--- config.mk ---
export PLATFORM = sky130hd
export DESIGN_NAME = keypad_scanner_flat
export DESIGN_NICKNAME = d
export VERILOG_FILES = /design/src/rtl/keypad_scanner_pkg.sv /design/src/rtl/keypad_scanner_if.sv /design/src/rtl/keypad_scanner_sync.sv /design/src/rtl/keypad_scanner.sv /design/src/flat_wrapper.sv
export SDC_FILE = /design/constraint.sdc
export NUM_CORES = 1
export LEC_CHECK = 0
export ABC_AREA = 1
export CAP_MARGIN = 20
export CORE_UTILIZATION = 50
export CTS_BUF_LIST = sky130_fd_sc_hd__clkbuf_8 sky130_fd_sc_hd__clkbuf_16
export CTS_CLUSTER_DIAMETER = 200
export DETAILED_ROUTE_END_ITERATION = 12
export PLACE_DENSITY = 0.71
export SLEW_MARGIN = 40
export SYNTH_ARGS = -nofsm -noshare
export SYNTH_HDL_FRONTEND = slang
export SYNTH_SLANG_ARGS = --single-unit
--- constraint.sdc ---
create_clock -name clk -period 2.9 [get_ports clk]
set_clock_uncertainty 0.1 [all_clocks]
set_input_delay 0.29 -clock clk [delete_from_list [all_inputs] [get_ports clk]]
set_output_delay 0.29 -clock clk [all_outputs]
set_load 0.005 [all_outputs]
--- src/rtl/keypad_scanner_pkg.sv ---
// Shared types and helpers for the 4x4 keypad scanner.
// Feature macro: KEYPAD_AUTOREPEAT_EN (auto-repeat while a key is held).
package keypad_pkg;

  typedef enum logic [1:0] {
    SCAN,
    DEBOUNCE,
    RELEASE
  } state_e;

  localparam logic [3:0] ROWS_IDLE = 4'hF;
  localparam logic [3:0] COL_RESET = 4'b1110;

  // Lowest pulled-down row wins when several rows are low.
  function automatic logic [1:0] row_to_index(input logic [3:0] rows);
    logic [1:0] idx;
    idx = 2'd0;
    priority case (1'b1)
      !rows[0]: idx = 2'd0;
      !rows[1]: idx = 2'd1;
      !rows[2]: idx = 2'd2;
      !rows[3]: idx = 2'd3;
      default:  idx = 2'd0;
    endcase
    return idx;
  endfunction

endpackage

--- src/rtl/keypad_scanner_if.sv ---
// Keypad pins and entry-register bundle.
// Feature macro: KEYPAD_AUTOREPEAT_EN (no effect on this bundle).
interface keypad_scanner_if;
  logic [3:0] KEY_R;
  logic       key_clr;
  logic [3:0] KEY_C;
  logic [7:0] out;
  logic [3:0] key_code;
  logic       key_valid;

  modport master (
    output KEY_R, key_clr,
    input  KEY_C, out, key_code, key_valid
  );

  modport slave (
    input  KEY_R, key_clr,
    output KEY_C, out, key_code, key_valid
  );
endinterface

--- src/rtl/keypad_scanner_sync.sv ---
// Two-flop synchronizer for the asynchronous keypad rows.
// Feature macro: KEYPAD_AUTOREPEAT_EN (no effect here).
module key_sync
  import keypad_pkg::*;
(
  input  logic       clk,
  input  logic       clr,
  input  logic [3:0] d_i,
  output logic [3:0] q_o
);

  logic [3:0] s1_q;
  logic [3:0] s2_q;

  // Rows idle high out of reset so nothing looks pressed.
  always_ff @(posedge clk or negedge clr) begin
    if (!clr) begin
      s1_q <= ROWS_IDLE;
      s2_q <= ROWS_IDLE;
    end else begin
      s1_q <= d_i;
      s2_q <= s1_q;
    end
  end

  assign q_o = s2_q;

endmodule

--- src/rtl/keypad_scanner.sv ---
// 4x4 keypad scanner: column scan, debounce, hex entry register.
// Feature macro: KEYPAD_AUTOREPEAT_EN (repeat strobes on held key).
module keypad_scanner
  import keypad_pkg::*;
#(
  parameter int SCAN_DIV     = 1000,
  parameter int DEBOUNCE_CNT = 20000,
  parameter int REPEAT_CNT   = 500000
) (
  input  logic            clk,
  input  logic            clr,
  keypad_scanner_if.slave kp
);

  localparam int CMAX =
    (SCAN_DIV > DEBOUNCE_CNT) ? SCAN_DIV : DEBOUNCE_CNT;
  localparam int CW = $clog2(CMAX + 1);
  localparam logic [CW-1:0] DWELL_END = CW'(SCAN_DIV - 1);
  localparam logic [CW-1:0] DB_END    = CW'(DEBOUNCE_CNT);
  localparam logic [CW-1:0] REL_END   = CW'(DEBOUNCE_CNT - 1);

  if (SCAN_DIV < 4) begin : g_bad_div
    $error("SCAN_DIV must be >= 4");
  end
  if (DEBOUNCE_CNT < 2) begin : g_bad_db
    $error("DEBOUNCE_CNT must be >= 2");
  end
  if (REPEAT_CNT < 1) begin : g_bad_rep
    $error("REPEAT_CNT must be >= 1");
  end

  state_e        state_q, state_d;
  logic [1:0]    c_q, c_d;
  logic [CW-1:0] cnt_q, cnt_d;
  logic [3:0]    pat_q, pat_d;
  logic [3:0]    val_q, val_d;
  logic [3:0]    col_q;
  logic [7:0]    out_q, out_d;
  logic [3:0]    code_q, code_d;
  logic          valid_q, valid_d;
  logic          emit;
  logic [3:0]    rows;

`ifdef KEYPAD_AUTOREPEAT_EN
  localparam int RW = $clog2(REPEAT_CNT + 1);
  localparam logic [RW-1:0] REP_END = RW'(REPEAT_CNT - 1);
  logic [RW-1:0] rep_q, rep_d;
`endif

  key_sync u_sync (
    .clk (clk),
    .clr (clr),
    .d_i (kp.KEY_R),
    .q_o (rows)
  );

  // Next-state: scan dwell, press debounce, release wait, entry shift.
  always_comb begin
    state_d = state_q;
    c_d     = c_q;
    cnt_d   = cnt_q;
    pat_d   = pat_q;
    val_d   = val_q;
    out_d   = out_q;
    code_d  = code_q;
    valid_d = 1'b0;
    emit    = 1'b0;
`ifdef KEYPAD_AUTOREPEAT_EN
    rep_d   = '0;
`endif
    unique case (state_q)
      SCAN: begin
        if (cnt_q == DWELL_END) begin
          cnt_d = '0;
          if (rows != ROWS_IDLE) begin
            pat_d   = rows;
            val_d   = {row_to_index(rows), c_q};
            state_d = DEBOUNCE;
          end else begin
            c_d = c_q + 2'd1;
          end
        end else begin
          cnt_d = cnt_q + 1'b1;
        end
      end
      DEBOUNCE: begin
        if (cnt_q == DB_END) begin
          emit    = 1'b1;
          cnt_d   = '0;
          state_d = RELEASE;
        end else if (rows != pat_q) begin
          cnt_d   = '0;
          c_d     = c_q + 2'd1;
          state_d = SCAN;
        end else begin
          cnt_d = cnt_q + 1'b1;
        end
      end
      RELEASE: begin
        if (rows != ROWS_IDLE) begin
          cnt_d = '0;
        end else if (cnt_q == REL_END) begin
          cnt_d   = '0;
          c_d     = c_q + 2'd1;
          state_d = SCAN;
        end else begin
          cnt_d = cnt_q + 1'b1;
        end
`ifdef KEYPAD_AUTOREPEAT_EN
        if (rows == pat_q) begin
          if (rep_q == REP_END) begin
            emit = 1'b1;
          end else begin
            rep_d = rep_q + 1'b1;
          end
        end
`endif
      end
      default: state_d = SCAN;
    endcase
    if (emit) begin
      valid_d = 1'b1;
      code_d  = val_q;
      out_d   = {out_q[3:0], val_q};
    end
    if (kp.key_clr) begin
      out_d = 8'h00;
    end
  end

  // State and output registers; column drive follows next column.
  always_ff @(posedge clk or negedge clr) begin
    if (!clr) begin
      state_q <= SCAN;
      c_q     <= 2'd0;
      cnt_q   <= '0;
      pat_q   <= ROWS_IDLE;
      val_q   <= 4'h0;
      col_q   <= COL_RESET;
      out_q   <= 8'h00;
      code_q  <= 4'h0;
      valid_q <= 1'b0;
    end else begin
      state_q <= state_d;
      c_q     <= c_d;
      cnt_q   <= cnt_d;
      pat_q   <= pat_d;
      val_q   <= val_d;
      col_q   <= ~(4'b0001 << c_d);
      out_q   <= out_d;
      code_q  <= code_d;
      valid_q <= valid_d;
    end
  end

`ifdef KEYPAD_AUTOREPEAT_EN
  // Hold timer between repeat strobes.
  always_ff @(posedge clk or negedge clr) begin
    if (!clr) begin
      rep_q <= '0;
    end else begin
      rep_q <= rep_d;
    end
  end
`endif

  assign kp.KEY_C     = col_q;
  assign kp.out       = out_q;
  assign kp.key_code  = code_q;
  assign kp.key_valid = valid_q;

endmodule
--- src/flat_wrapper.sv ---
// flat-port wrapper written by rule: the top's interface ports become plain ports
module keypad_scanner_flat import keypad_pkg::*;
#(
  parameter int SCAN_DIV     = 1000,
  parameter int DEBOUNCE_CNT = 20000,
  parameter int REPEAT_CNT   = 500000
)
  (clk, clr, kp_KEY_R, kp_key_clr, kp_KEY_C, kp_out, kp_key_code, kp_key_valid);
  keypad_scanner_if kp_i ();
  input  logic clk;
  input  logic clr;
  input wire logic [$bits(kp_i.KEY_R)-1:0] kp_KEY_R;
  input wire logic [$bits(kp_i.key_clr)-1:0] kp_key_clr;
  output wire logic [$bits(kp_i.KEY_C)-1:0] kp_KEY_C;
  output wire logic [$bits(kp_i.out)-1:0] kp_out;
  output wire logic [$bits(kp_i.key_code)-1:0] kp_key_code;
  output wire logic [$bits(kp_i.key_valid)-1:0] kp_key_valid;
  assign kp_i.KEY_R = kp_KEY_R;
  assign kp_i.key_clr = kp_key_clr;
  assign kp_KEY_C = kp_i.KEY_C;
  assign kp_out = kp_i.out;
  assign kp_key_code = kp_i.key_code;
  assign kp_key_valid = kp_i.key_valid;
  keypad_scanner #(.SCAN_DIV(SCAN_DIV), .DEBOUNCE_CNT(DEBOUNCE_CNT), .REPEAT_CNT(REPEAT_CNT)) u_core (.clk(clk), .clr(clr), .kp(kp_i));
endmodule
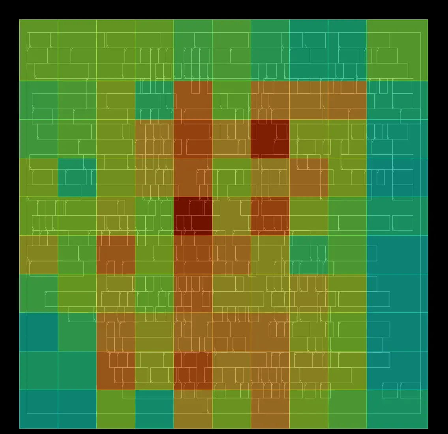
Figure 1: run 1, routing congestion.
fraction of met3 tracks used by global routing: 4.28%
mean routed wirelength per cell: 11.8 um
total global-route track usage: 19.6%
Core Util, Final: 60.8%
GRT met1 Usage: 26.6%

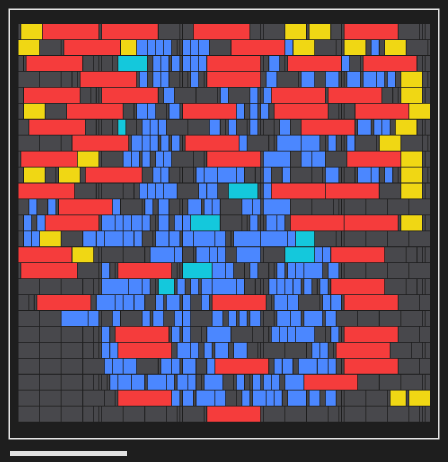
Figure 2: run 1, cell classes on the final placement.
Scale bar: 20 um. Fill, decap, tap and diode cells in grey.
[combinational and other logic] blue | cells: 236
[flops] red | cells: 52
[other buffers and delay cells] yellow | cells: 25
[clock drivers and dummy loads] cyan | cells: 8
fin area: 2910 um2
Core Footprint: 4790 um2
sequential share of cell area: 45.4%
standard-cell rows: 25

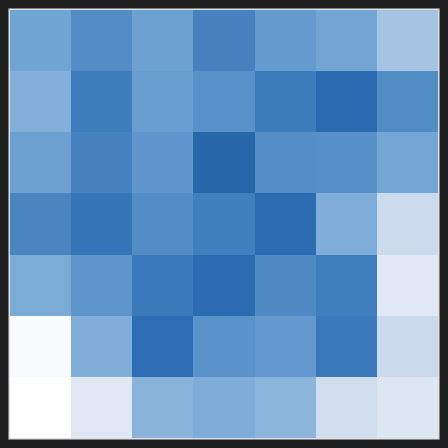
Figure 3: run 1, cell area per tile.
7 x 7 tiles, from white (low) to dark blue (high), 0 to 100% covered.
emptiest ninth of the die: south-west
fullest tile: 78%
nearly empty tiles: 2.0%
tiles over 75% full: 8.2%
core utilization before placement: 52.7%

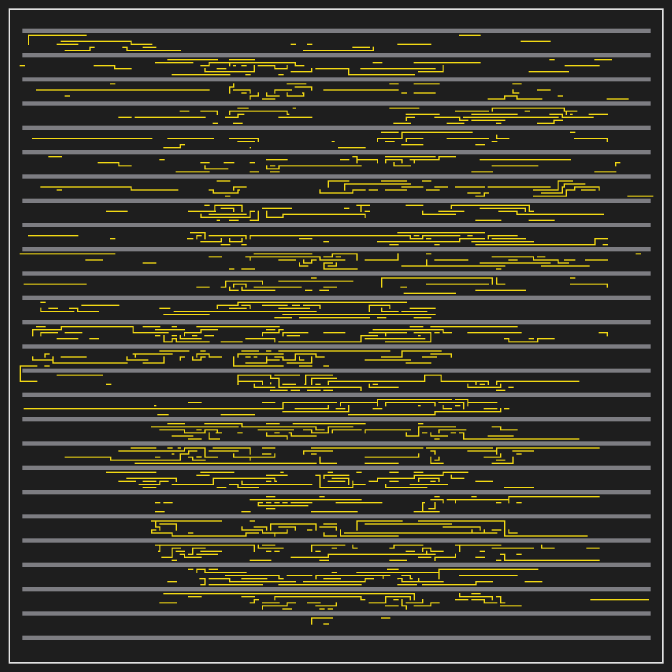
Figure 4: run 1, the metal 1 layer.
Supply wires on this layer in grey.
nets with wire on the layer: 295
share of all routed wire: 50%
main direction: horizontal
via count of the routed design: 1,924
wire length after detailed routing: 4560 um

==> run 1: through the flow <==
stage          area [um2]  setup WS, ns
2_1_floorplan        2520          1.26
3_3_place_gp         2810         0.964
3_5_place_dp         2810         0.906
4_1_cts              2910         0.891
5_1_grt              2910         0.663
6_report             2910         0.880
==> run 1: power by group through the flow <==
stage / registers, mW / logic (mW) / clock network [mW]
after floorplan: 0.752 / 0.00885 / 0
after global placement: 0.752 / 0.0335 / 0
after detailed placement: 0.753 / 0.0342 / 0
after CTS: 0.740 / 0.0353 / 0.417
after global routing: 0.740 / 0.0397 / 0.444
final: 0.739 / 0.0339 / 0.403
==> run 1: cell type report <==
type	count	share of cell area, %
clock buffers	5	2.37
clock inverters	3	0.688
inverters	42	5.42
multi-input cells	194	34.8
flip-flops and latches	52	45.4
well taps	67	2.88
repair buffers	25	8.43
==> results_dict.tcl, run 1 <==
# collected from the flow reports
set metrics [dict create \
    port-buffer-count 23 \
    syn-num-nets 305 \
    route.layer.met1.wl_um 2280 \
    nFillCells 411 \
    cts_hold_buffers 1 \
    synth.distinct_cells 29 \
    worst_hold_depth 0 \
    yosys-stat-cells 292 \
    timing.final.max_slew_violations 0 \
    boundaryPins 24 \
    cp_cell_sequence "ha_1 > clkinv_1 > o21ai_0 > inv_1 > nand2_2 > o21ai_0" \
    postCtsSetupRepairBufs 0 \
    stage_log_warnings 30 \
    max_freq_mhz 495 \
    grt_start_max_net_pins 47 \
    dr.first_iter.drc_count 106 \
    ys_async_sr_fraction_pct 100 \
    global_route.peak_usage_layer "met2" \
    final_min_period_over_clock_period_pct 69.7 \
    cellLeakagePower_nw 1.33 \
    placed_cells_incl_taps 379 \
    path_clk_slew_ns 0.09 \
    final_layout_size_suffix_gt1_share_pct 14.0 \
    synth.largest_area_cell "dfrtp_1" \
    maxCapViolCount 0 \
    synthTopLogicFamily "simple AND/OR/NAND/NOR gates" \
    root_buffer "clkbuf_8" \
    place.detailed.hpwl_um 3340 \
    routed_via_density 4.96 \
    result_of_the_run "finished, final reports clean" \
    firstDrtPassIters 4 \
    grt_pass1_vias 1817 \
    cp-end-kind "flop" \
    largest_register_ffs 15 \
    clockBufferDepth 2 \
    cts_resized 0 \
    seq_power_share_pct 62.9 \
    registers.top_by_ff_count "u_core.cnt_q" \
    combPwrFrac_pct 2.9 \
    dominantRegCellSynth "dfrtp_1" \
    critPathLaunch "u_core.state_q[1]" \
    synth_dominant_cell_count "nand2_1" \
    synth.yosys.chip_area_um2 2520 \
    crit_arrival_ns 2.09 \
    report.final.setup_viol 0 \
    worst_margin_slew_ns 0.556 \
    n_antenna_cell 0 \
    yosys-top-cells-count "nand2_1 (82), dfrtp_1 (37), inv_1 (35)" \
    class_of_the_most_critical_hold_timing_path "reg -> reg" \
    xor_area_share_pct 3.82 \
    internal-power_mw 0.916 \
    critPathKind "reg -> reg" \
    timing.final.hold_violations 0 \
    vdd_ir_drop_max_mv 0.315 \
    gp_routability_congestion 0.849 \
    drtAntennaViolNets 0 \
    synth.yosys.warnings 0 \
    power_density_nw_per_um2 405 \
    top_signal_layer_used "met4" \
    drc 0 \
    ys_ff 52 \
    synth_area_per_cell_um2 8.64 \
    edf_count 0 \
    area.sequential_um2 1320 \
]
Figure 5. Nets reached from selected ports (run 1).
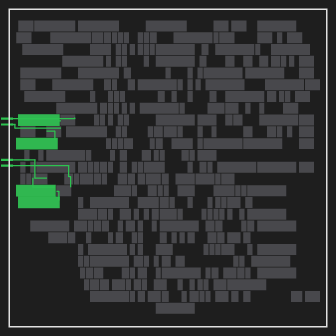

==> run 2, diff against run 1 <==
==> constraint.sdc (replaced) <==
create_clock -name clk -period 2 [get_ports clk]
set_clock_uncertainty 0.1 [all_clocks]
set_input_delay 0.2 -clock clk [delete_from_list [all_inputs] [get_ports clk]]
set_output_delay 0.2 -clock clk [all_outputs]
set_load 0.005 [all_outputs]
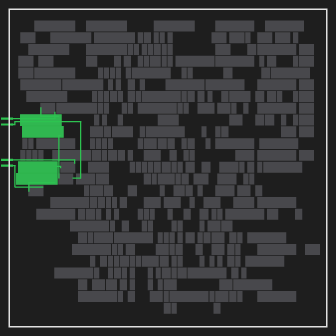
Figure 6: run 2, nets reached from selected ports.
[kp_KEY_C] green | direction: output | edge: west | end cells: 4 | buffers: 4 | wire: 96.1 um
IO Pins: 24
quantity of I/O buffers inserted on ports: 23

==> results_dict.tcl, run 2 <==
# collected from the flow reports
set metrics [dict create \
    grt_start_max_net_pins 26 \
    dr.first_iter.drc_count 103 \
    drc 0 \
    timing.final.hold_violations 0 \
    vdd_ir_drop_max_mv 0.425 \
    path_clk_slew_ns 0.10 \
    seq_power_share_pct 61.9 \
    final_min_period_over_clock_period_pct 92.7 \
    routed_via_density 4.82 \
    class_of_the_most_critical_hold_timing_path "in -> reg" \
    grt_pass1_vias 1753 \
    placed_cells_incl_taps 384 \
    synthTopLogicFamily "simple AND/OR/NAND/NOR gates" \
    sequential_cell_power_consumption_mw 1.07 \
    synth.largest_area_cell "dfrtp_1" \
    cts_hold_buffers 1 \
    edf_count 0 \
    cp-end-kind "flop" \
    post-route-util_pct 61.8 \
    gp_routability_congestion 0.855 \
    critPathLaunch "u_core.cnt_q[0]" \
    result_of_the_run "finished, final reports clean" \
    floorplan.core_area_um2 4790 \
    power_density_nw_per_um2 585 \
    final_layout_size_suffix_gt1_share_pct 15.6 \
    yosys-top-cells-count "nand2_1 (82), dfrtp_1 (37), inv_1 (35)" \
    cts_resized 0 \
    clockBufferDepth 2 \
    cp_cell_sequence "ha_1 > nand2_1 > inv_1 > nand2_1 > nor2_1 > nand3_1 > nand2_1 > nand2_1 > o21ai_1 > nand2_2 > inv_2 > nand2_1" \
    largest_register_ffs 15 \
    top_power_group "registers" \
    fp-utilization_pct 52.7 \
    worst_margin_slew_ns 0.545 \
    synth.distinct_cells 29 \
    critPathKind "reg -> reg" \
    firstDrtPassIters 4 \
    synth_area_per_cell_um2 8.64 \
    ys_ff 52 \
    placement_stage_worst_setup_slack_ns 0.160 \
    timing.final.max_slew_violations 0 \
    registers.top_by_ff_count "u_core.cnt_q" \
]
## run 2: cell counts after synthesis
Identical to the previous run, type by type.
## run 2: area by class of cell
type | count | area (um2)
clock buffers | 5 | 68.8
clock inverters | 3 | 26.3
fillers | 409 | 1830
inverters | 42 | 158
multi-input cells | 194 | 1020
flip-flops and latches | 52 | 1320
well taps | 67 | 83.8
repair buffers | 30 | 280
## run 2: logic make-up (layout without fill, tap and decap cells)
group	count (synthesis)	in the layout
adder cells (fa/ha/maj)	6	6
AND/OR/NAND/NOR	136	136
flip-flops	52	52
buffers and inverters	46	80
AND-OR/OR-AND	41	41
XOR/XNOR	11	11
## run 2: metal layers
layer	vias to the layer above	part of all wire, %	GRT usage (%)
li1	1000	-	-
met1	852	53	27.2
met2	38	42	27.5
met3	5	4.2	4.56
met4	0	0.76	5.01
met5	-	0	0
Power figures rest on the tool's default switching activity, not on a simulated workload.
